==> src/rtl/ascon_pkg.sv <==
`default_nettype none
// ============================================================================
// Module   : ascon_pkg
// Purpose  : Constants shared by the Ascon encryptor and decryptor: the
//            Ascon-128a IV, default round counts, FSM state encoding and the
//            round-constant table with its lookup helper.
// Ports    : none (package)
// Revision : 1.0  initial release
// ============================================================================
package ascon_pkg;

  localparam logic [63:0] ASCON_IV    = 64'h80800c0800000000;
  localparam int          P_A_DEFAULT = 12;
  localparam int          P_B_DEFAULT = 8;
  localparam int          ROUND_W     = 4;

  // Controller state encoding
  localparam logic [2:0] ST_IDLE  = 3'd0;
  localparam logic [2:0] ST_INIT  = 3'd1;
  localparam logic [2:0] ST_AD    = 3'd2;
  localparam logic [2:0] ST_CT    = 3'd3;
  localparam logic [2:0] ST_FINAL = 3'd4;
  localparam logic [2:0] ST_TAG   = 3'd5;

  // Constants of the full 12-round permutation; entries 12..15 are unused.
  localparam logic [7:0] RC_TABLE [16] = '{
    8'hf0, 8'he1, 8'hd2, 8'hc3, 8'hb4, 8'ha5, 8'h96, 8'h87,
    8'h78, 8'h69, 8'h5a, 8'h4b, 8'h00, 8'h00, 8'h00, 8'h00
  };

  // A reduced permutation of n rounds uses the LAST n constants of the table.
  // rnd counts 1..n, so the table index is rnd + (11 - n), modulo 16.
  function automatic logic [7:0] round_const(input int unsigned n_rounds,
                                             input logic [ROUND_W-1:0] rnd);
    logic [ROUND_W-1:0] idx;
    idx = rnd + ROUND_W'(11 - n_rounds);
    return RC_TABLE[idx];
  endfunction

endpackage : ascon_pkg
`default_nettype wire

==> src/rtl/permutation.sv <==
`default_nettype none
// ============================================================================
// Module   : permutation
// Purpose  : One Ascon permutation round (constant addition, 5-bit S-box
//            layer in bit-sliced form, linear diffusion layer). Purely
//            combinational.
// Ports    : in      [319:0] state before the round (x0 in bits 319:256)
//            round_c [7:0]   round constant, XORed into the low byte of x2
//            out     [319:0] state after the round
// Revision : 1.0  initial release
// ============================================================================
module permutation (
  input  logic [319:0] in,
  output logic [319:0] out,
  input  logic [7:0]   round_c
);

  function automatic logic [63:0] rotr(input logic [63:0] v, input int n);
    return (v >> n) | (v << (64 - n));
  endfunction

  logic [63:0] x0, x1, x2, x3, x4;
  logic [63:0] a0, a1, a2, a3, a4;
  logic [63:0] b0, b1, b2, b3, b4;
  logic [63:0] c0, c1, c2, c3, c4;

  assign {x0, x1, x2, x3, x4} = in;

  // S-box input whitening (constant folded into x2)
  assign a0 = x0 ^ x4;
  assign a1 = x1;
  assign a2 = x2 ^ {56'd0, round_c} ^ x1;
  assign a3 = x3;
  assign a4 = x4 ^ x3;

  // chi-like nonlinear step
  assign b0 = a0 ^ (~a1 & a2);
  assign b1 = a1 ^ (~a2 & a3);
  assign b2 = a2 ^ (~a3 & a4);
  assign b3 = a3 ^ (~a4 & a0);
  assign b4 = a4 ^ (~a0 & a1);

  // S-box output whitening
  assign c0 = b0 ^ b4;
  assign c1 = b1 ^ b0;
  assign c2 = ~b2;
  assign c3 = b3 ^ b2;
  assign c4 = b4;

  assign out = {c0 ^ rotr(c0, 19) ^ rotr(c0, 28),
                c1 ^ rotr(c1, 61) ^ rotr(c1, 39),
                c2 ^ rotr(c2,  1) ^ rotr(c2,  6),
                c3 ^ rotr(c3, 10) ^ rotr(c3, 17),
                c4 ^ rotr(c4,  7) ^ rotr(c4, 41)};

endmodule : permutation
`default_nettype wire

==> src/rtl/ascon_dec.sv <==
`default_nettype none
// ============================================================================
// Module   : ascon_dec
// Purpose  : Ascon-128a decryptor, one permutation round per clock.
//            Requests AD/ciphertext blocks with o_nxt_data, releases each
//            plaintext block on o_data/o_p, and reports the tag comparison
//            with a single o_fin/o_auth pulse.
// Ports    : clk         clock, rising edge
//            i_rst       asynchronous active-low reset
//            i_start     start request, honoured in IDLE only
//            i_k/i_n     key / nonce, sampled with i_start
//            i_tag       received tag, sampled with i_start
//            i_a_len     AD length in 128-bit blocks
//            i_m_len     ciphertext length in 128-bit blocks
//            i_data      AD or ciphertext block, valid the cycle after o_nxt_data
//            o_nxt_data  one-cycle request for the next i_data block
//            o_p/o_data  plaintext strobe and block (o_data zero otherwise)
//            o_fin       one-cycle completion pulse
//            o_auth      tag match, valid only with o_fin
// Revision : 1.0  initial release
// ============================================================================
module ascon_dec
  import ascon_pkg::*;
#(
  parameter int P_A = P_A_DEFAULT,
  parameter int P_B = P_B_DEFAULT
) (
  input  logic         clk,
  input  logic         i_rst,
  input  logic         i_start,
  input  logic [127:0] i_k,
  input  logic [127:0] i_n,
  input  logic [127:0] i_tag,
  input  logic [15:0]  i_a_len,
  input  logic [15:0]  i_m_len,
  input  logic [127:0] i_data,
  output logic         o_nxt_data,
  output logic         o_p,
  output logic [127:0] o_data,
  output logic         o_fin,
  output logic         o_auth
);

  localparam logic [ROUND_W-1:0] LAST_A = ROUND_W'(P_A);
  localparam logic [ROUND_W-1:0] LAST_B = ROUND_W'(P_B);
  localparam logic [ROUND_W-1:0] RND_1  = ROUND_W'(1);

  logic [2:0]         st,     st_nxt;
  logic [319:0]       s,      s_nxt;
  logic [ROUND_W-1:0] rnd,    rnd_nxt;
  logic [15:0]        a_left, a_left_nxt;
  logic [15:0]        m_left, m_left_nxt;
  logic [127:0]       key,    key_nxt;
  logic [127:0]       tag,    tag_nxt;

  logic [319:0] perm_in, perm_out;
  logic [7:0]   rc;

  permutation u_round (
    .in      (perm_in),
    .out     (perm_out),
    .round_c (rc)
  );

  always_comb begin
    st_nxt     = st;
    s_nxt      = s;
    rnd_nxt    = rnd;
    a_left_nxt = a_left;
    m_left_nxt = m_left;
    key_nxt    = key;
    tag_nxt    = tag;
    perm_in    = s;
    rc         = 8'h00;
    o_nxt_data = 1'b0;
    o_p        = 1'b0;
    o_data     = '0;
    o_fin      = 1'b0;
    o_auth     = 1'b0;

    case (st)
      ST_IDLE: begin
        if (i_start) begin
          s_nxt      = {ASCON_IV, i_k, i_n};
          key_nxt    = i_k;
          tag_nxt    = i_tag;
          a_left_nxt = i_a_len;
          m_left_nxt = i_m_len;
          rnd_nxt    = RND_1;
          st_nxt     = ST_INIT;
        end
      end

      ST_INIT: begin
        rc    = round_const(P_A, rnd);
        s_nxt = perm_out;
        if (rnd == LAST_A) begin
          // Key fold-in; with no AD the domain-separation bit lands here too.
          s_nxt      = perm_out ^ {192'd0, key} ^ {319'd0, (a_left == 16'd0)};
          rnd_nxt    = RND_1;
          o_nxt_data = (a_left != 16'd0) || (m_left != 16'd0);
          st_nxt     = (a_left != 16'd0) ? ST_AD : ST_CT;
        end else begin
          rnd_nxt = rnd + RND_1;
        end
      end

      ST_AD: begin
        rc = round_const(P_B, rnd);
        if (rnd == RND_1) perm_in = {s[319:192] ^ i_data, s[191:0]};
        s_nxt = perm_out;
        if (rnd == LAST_B) begin
          rnd_nxt    = RND_1;
          a_left_nxt = a_left - 16'd1;
          if (a_left == 16'd1) begin
            s_nxt      = perm_out ^ {319'd0, 1'b1};
            o_nxt_data = (m_left != 16'd0);
            st_nxt     = ST_CT;
          end else begin
            o_nxt_data = 1'b1;
          end
        end else begin
          rnd_nxt = rnd + RND_1;
        end
      end

      ST_CT: begin
        if (m_left == 16'd0) begin
          // Empty message: a one-cycle slot with nothing to absorb.
          rnd_nxt = RND_1;
          st_nxt  = ST_FINAL;
        end else if (m_left == 16'd1) begin
          // Last block: rate takes the ciphertext, no permutation.
          o_p        = 1'b1;
          o_data     = s[319:192] ^ i_data;
          s_nxt      = {i_data, s[191:0]};
          m_left_nxt = 16'd0;
          rnd_nxt    = RND_1;
          st_nxt     = ST_FINAL;
        end else begin
          rc = round_const(P_B, rnd);
          if (rnd == RND_1) begin
            o_p     = 1'b1;
            o_data  = s[319:192] ^ i_data;
            perm_in = {i_data, s[191:0]};
          end
          s_nxt = perm_out;
          if (rnd == LAST_B) begin
            rnd_nxt    = RND_1;
            m_left_nxt = m_left - 16'd1;
            o_nxt_data = 1'b1;
          end else begin
            rnd_nxt = rnd + RND_1;
          end
        end
      end

      ST_FINAL: begin
        rc = round_const(P_A, rnd);
        if (rnd == RND_1) perm_in = s ^ {128'd0, key, 64'd0};
        s_nxt = perm_out;
        if (rnd == LAST_A) begin
          s_nxt   = perm_out ^ {192'd0, key};
          rnd_nxt = '0;
          st_nxt  = ST_TAG;
        end else begin
          rnd_nxt = rnd + RND_1;
        end
      end

      ST_TAG: begin
        o_fin  = 1'b1;
        o_auth = (s[127:0] == tag);
        st_nxt = ST_IDLE;
      end

      default: st_nxt = ST_IDLE;
    endcase
  end

  always_ff @(posedge clk or negedge i_rst) begin
    if (!i_rst) begin
      st     <= ST_IDLE;
      s      <= '0;
      rnd    <= '0;
      a_left <= '0;
      m_left <= '0;
      key    <= '0;
      tag    <= '0;
    end else begin
      st     <= st_nxt;
      s      <= s_nxt;
      rnd    <= rnd_nxt;
      a_left <= a_left_nxt;
      m_left <= m_left_nxt;
      key    <= key_nxt;
      tag    <= tag_nxt;
    end
  end

endmodule : ascon_dec
`default_nettype wire

==> config.mk <==
export PLATFORM = sky130hd
export DESIGN_NAME = ascon_dec
export DESIGN_NICKNAME = d
export VERILOG_FILES = /design/src/rtl/ascon_pkg.sv /design/src/rtl/permutation.sv /design/src/rtl/ascon_dec.sv
export SDC_FILE = /design/constraint.sdc
export NUM_CORES = 2
export LEC_CHECK = 0
export CORE_ASPECT_RATIO = 0.6
export CORE_MARGIN = 3
export CORE_UTILIZATION = 58
export CTS_CLUSTER_SIZE = 24
export DETAILED_ROUTE_END_ITERATION = 10
export PLACE_DENSITY = 0.83
export SYNTH_ARGS = -nofsm -noshare
export SYNTH_HDL_FRONTEND = slang
export SYNTH_HIERARCHICAL = 1
export SYNTH_SLANG_ARGS = --single-unit
==> constraint.sdc <==
create_clock -name clk -period 7.4 [get_ports clk]
set_input_delay 1.48 -clock clk [delete_from_list [all_inputs] [get_ports clk]]
set_output_delay 1.48 -clock clk [all_outputs]
set_load 0.05 [all_outputs]
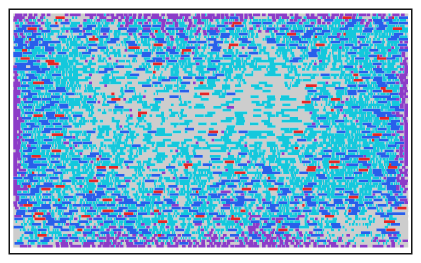
(images/class_map.png)
Scale: 1 px per um. Fill, decap, tap and diode cells in gray.
| class | color | cells |
|---|---|---|
| remaining buffers and delay cells | purple | 795 |
| clock drivers and dummy loads | red | 112 |
| remaining logic cells | cyan | 5354 |
| registers | blue | 615 |
sequential portion of the cell area: 23.9%
placeable core area: 92300 um2
placement row count: 86
Layout Cell Area excl Fill: 64400 um2
final core utilization: 69.7%

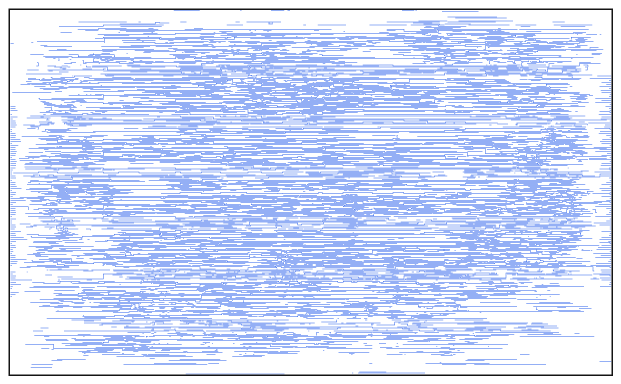
(images/m3.png)
Scale: 1.5 px per um.
share of all routed wire: 21%
wire length on this layer: 62.9 mm
grt met3 use: 40.2%
total wire length after detailed routing: 295000 um
via total after detailed routing: 58.8k

==> run notes <==
The synthesis and PnR run went through. In the synthesized netlist, the dominant kind of combinational cell is XOR/XNOR gates. Number of clock sinks seen by CTS landed at between 600 and 700. Post-CTS repair changed the size of 0 cells.

The number of clock buffers added by TritonCTS is between 60 and 70. After synthesis, the share of flip-flops with an asynchronous set or reset is 100%. After detailed placement, the design holds a cell count of between 7k and 8k.

Maximum fanout along the worst path landed at roughly 54. As logged by OpenROAD, the buffers inserted on ports number a little under 700. The final reports fail on capacitance limit, slew limit. Antenna violation net count after detailed routing landed at 0. OpenROAD emitted warnings numbering 103. The run finished, with violations left.

The registers reported with the highest flop counts are s: 320 flops, key: 128 flops, tag: 128 flops. Total of warnings raised by yosys landed at 6. Global routing finished with a remaining overflow of 0. nand2_1 is the most common cell in the netlist. After synthesis, the cell types taking the most area are dfrtp_1, xnor2_1, xnor3_1, nand2_1, a21oi_1.

TritonCTS built the clock tree. The library cell used most frequently in the layout, excluding fill and tap cells, is nand2_1. The biggest area contributor in the post-synthesis netlist is dfrtp_1.

The register with the most flip-flops in the layout has 320 of them. In this run the critical register-to-register path is captured at s[83]$_DFFE_PN0P_. The worst setup path is captured at a register.

In this run the cell area of the synthesized design comes to 54300 um2. Count of unique library cells instantiated by Yosys landed at between 70 and 80.

The largest register by flop count is s. Excluding fillers, the count of instances in the completed layout stands at slightly above 8k. Die extent in y landed at about 240 um. Setup repair after global routing left no endpoint under its margin. The report gives the cell count of the worst hold path as 2. The first detailed-routing pass ran for 11 iterations. The chip occupies a little under 100000 um2. Final weighted congestion in routability-driven placement landed at about 1.2. Grouping stages by cell kind, the critical path spends the most delay in XOR/XNOR gates. The tree is rooted in a clkbuf_16. Across all setup checks in the final design, the least slack found is ~740 ps. The largest single stage delay on the critical path is 1240 ps.

The path with the worst hold slack has its endpoint at tag[54]$_DFFE_PN0P_. Clock transition at the register clock pins on the worst setup and hold paths after CTS landed at 80 ps. Static timing analysis puts the maximum clock frequency at approximately 0.15 GHz. Total number of cells along the worst setup path landed at 15. Post-synth the commonest register cell is dfrtp_1. Number of buffer and inverter instances along the worst setup path landed at 3.

Across the run, the number of max-cap violations was 11. After detailed routing, the number of remaining DRC violations is 0. Number of H-tree branching levels landed at 2. Walking the worst path, the cells encountered are nand2b_1 > nor2_1 > buf_4 > nand2_4 > buf_4 > o21ai_0 > a22o_1 > inv_1 > ha_1 > xnor2_1 > xnor2_1 > xnor3_1 > nor3b_1 > a21oi_1 > a221oi_1.

The initial antenna violation count was 41. Yosys synthesis chip area landed at around 54000 um2. The final timing report lists a max-slew violation count of 33. Mean area per synthesized cell landed at 8.51 um2.

After synthesis the netlist holds a flip-flop and latch count of 615.
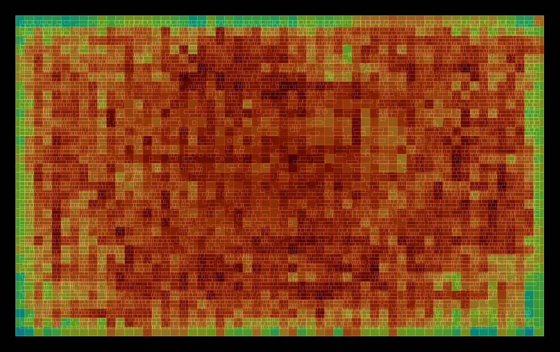
(images/congestion_map.png)
routed wirelength normalized by instance count: 36.3 um
GRT Overall Usage: 58.1%
global-route track usage on met2: 73.2%

-- area by class of cell --
class / instances / area, um2
inverters: 228 / 856
well taps: 1232 / 1540
diodes: 26 / 65.1
flip-flops and latches: 615 / 15400
clock buffers: 81 / 1680
clock inverters: 31 / 422
multi-input cells: 5126 / 36500
fillers: 6958 / 28000
repair buffers: 795 / 7870
-- layer usage --
layer	GRT usage (%)	vias up	routed length [um]
li1	-	22800	-
met1	72.7	28100	103000
met2	73.2	6294	106000
met3	40.2	1579	62900
met4	30.5	56	22100
met5	5.36	-	1350
-- logic make-up after synthesis --
family                     Yosys count
adders and majority gates          199
AOI/OAI and AO/OA                 1580
and+or+nand+nor                   2049
muxes                               13
DFF                                615
xor gates and xnor gates          1285
buffers and inverters              635
